==> config.mk <==
export PLATFORM = sky130hd
export DESIGN_NAME = seq_divider_4bit_flat
export DESIGN_NICKNAME = d
export VERILOG_FILES = /design/src/rtl/seq_divider_4bit_pkg.sv /design/src/rtl/seq_divider_4bit_if.sv /design/src/rtl/seq_divider_4bit_subtractor.sv /design/src/rtl/seq_divider_4bit.sv /design/src/flat_wrapper.sv
export SDC_FILE = /design/constraint.sdc
export NUM_CORES = 1
export LEC_CHECK = 0
export CORE_ASPECT_RATIO = 1.1
export CORE_MARGIN = 1
export CORE_UTILIZATION = 35
export DETAILED_ROUTE_END_ITERATION = 16
export PLACE_DENSITY = 0.62
export SETUP_SLACK_MARGIN = 0.4
export SLEW_MARGIN = 10
export SYNTH_ARGS = -nofsm -noshare
export SYNTH_HDL_FRONTEND = slang
export SYNTH_SLANG_ARGS = --single-unit
==> constraint.sdc <==
create_clock -name clk -period 3.1 [get_ports clk]
set_clock_uncertainty 0.1 [all_clocks]
set_input_delay 0.31 -clock clk [delete_from_list [all_inputs] [get_ports clk]]
set_output_delay 0.31 -clock clk [all_outputs]
set_load 0.01 [all_outputs]
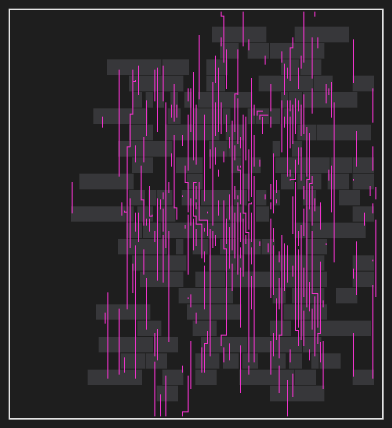
(metal 2)
Scale: 6 px per µm.
nets with wire on the layer = 142
main direction = vertical
share of all routed wire = 50%
overall via count from detail_route: 1,030
GR Util met2: 26.60%
total wire length: 2.964 mm

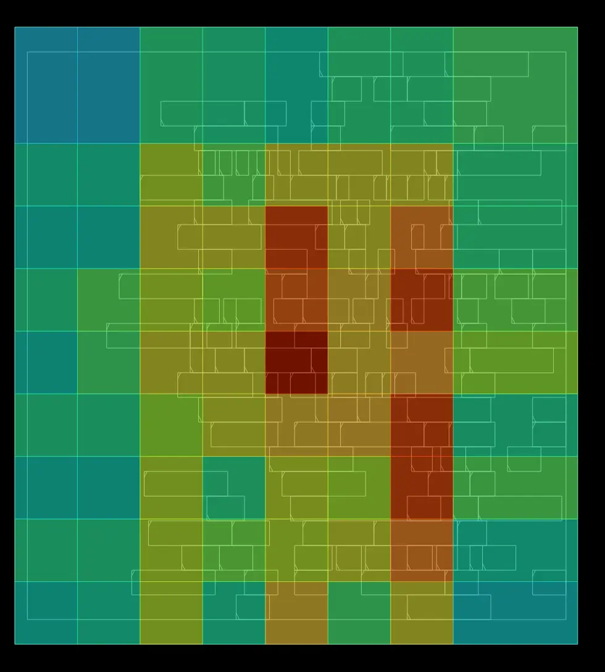
(track usage over the die)
utilization after layout: 45.64%
GR Layer Usage met1: 19.19%
global-route track usage on met3: 3.025%
post-DR wirelength/cell: 15.68 µm

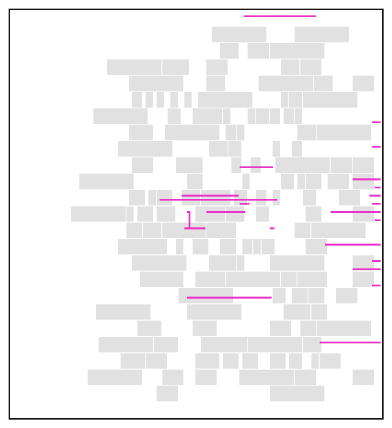
(signal wires on met3)
Scale: 6 px per µm.
nets with wire on the layer = 20
wire length on this layer = 117 µm
share of all routed wire = 4.0%
main direction = horizontal

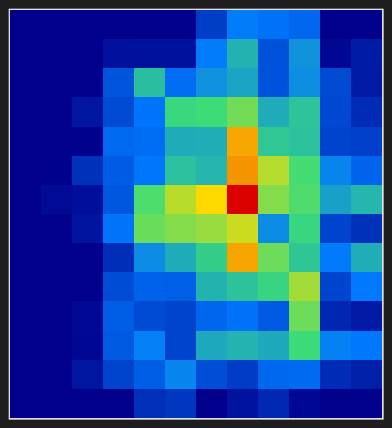
(wire density map)
Scale: 6 px per µm. 12 x 14 tiles, from dark blue (low) to red (high), scaled to the fullest tile. Values are wire area over tile area, all layers added.
tiles over half the peak = 12%
fullest tile = 0.51
emptiest ninth of the die = upper left
total global routing track utilization: 15.80%

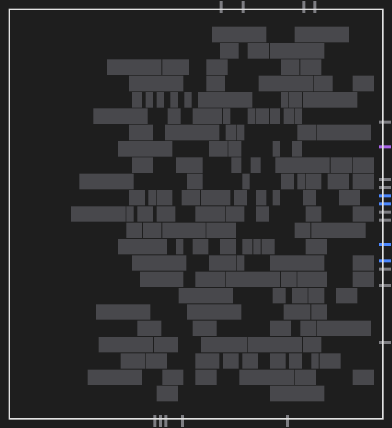
(pin placement)
Scale: 6 px per µm. Pins as bars across the die edge, other pins in gray.
blue -> bus_remainder  # pins 4, direction output, edge right
purple -> bus_div_by_zero  # pins 1, direction output, edge right
all pins by edge = 13 right, 5 bottom, 4 top
Buffers on Ports: 21
floorplan die height: 68.01 µm
width of the die: 62.01 µm

==> run notes <==
Entry: Yosys synthesis followed by OpenROAD place and route.

Global routing:
- After global routing the overflow that remains totals 0.

Timing:
- The run puts the worst slew slack as a fraction of its limit at approximately 50%.
- Setup repair after global routing left no endpoint under its margin.
- The run puts the fmax at roughly 380 MHz.
- Subtracting the final worst setup slack from the clock period gives 2647 ps.

Power:
- The run gives the part of the power in the clock network as roughly an eighth.
- The largest share of the power goes to combinational logic.

Clock network:
- The run puts the clock transition time at the flip-flop clock pins of the worst setup and hold paths at about 100 ps.
- The run gives the count of cells resized by post-cts repair as 2.

Routing:
- Nets still carrying antenna violations after routing amount to 0.
- In the detailed route, the total length drawn on met3 is around 120 µm.
- The run gives the detailed route wirelength on metal2 as about 1.5 mm.
- The run gives the detailed router's first-iteration violation count as around 45.

Worst setup path:
- The cell sequence reported for the critical path is inv_1 > ha_1 > fa_1 > fa_1 > fa_2 > nor3b_1 > a211o_1 > a31oi_1.
- The run puts the path length in cells of the critical path at 8.
- The critical path in this run is classified as reg -> reg.
- The run gives the number of cells traversed by the worst register-to-register path as 8.
- The run puts the biggest fanout along the worst timing path at 5.
- The run puts the buffer-and-inverter tally for the worst setup path at 1.

Yosys:
- The run gives the summed instance area of the synthesized netlist as 0.001386 mm².
- The run gives the proportion of synthesized chip area in sequential cells as between 50 and 60%.
- In this run the mean area of a mapped cell was approximately 12 µm².
- The run gives the number of standard cells after synthesis as 118.
- The run gives the chip area estimate from yosys synthesis as around 0.0014 mm².
- The cell type that accounts for the most area after synthesis is sky130_fd_sc_hd__dfrtp_1.
- By area, the combinational part of the netlist is dominated by AND-OR/OR-AND gates.
- Summing the areas of all compound-gate instances in the mapped netlist gives a little under a fifth of the synthesized area.

Cells and area:
- The largest cell class by area is sequential cells.
- The run gives the multi-input combinational gate total as ~78.
- The run gives the sequential cell count of the final layout as 28.
- The run puts the tally of filler cells in the layout at approximately 340.

Outcome:
- The flow ran to the end, and the final reports show no timing, DRC or antenna violations.
Power and IR drop assume default switching activity.
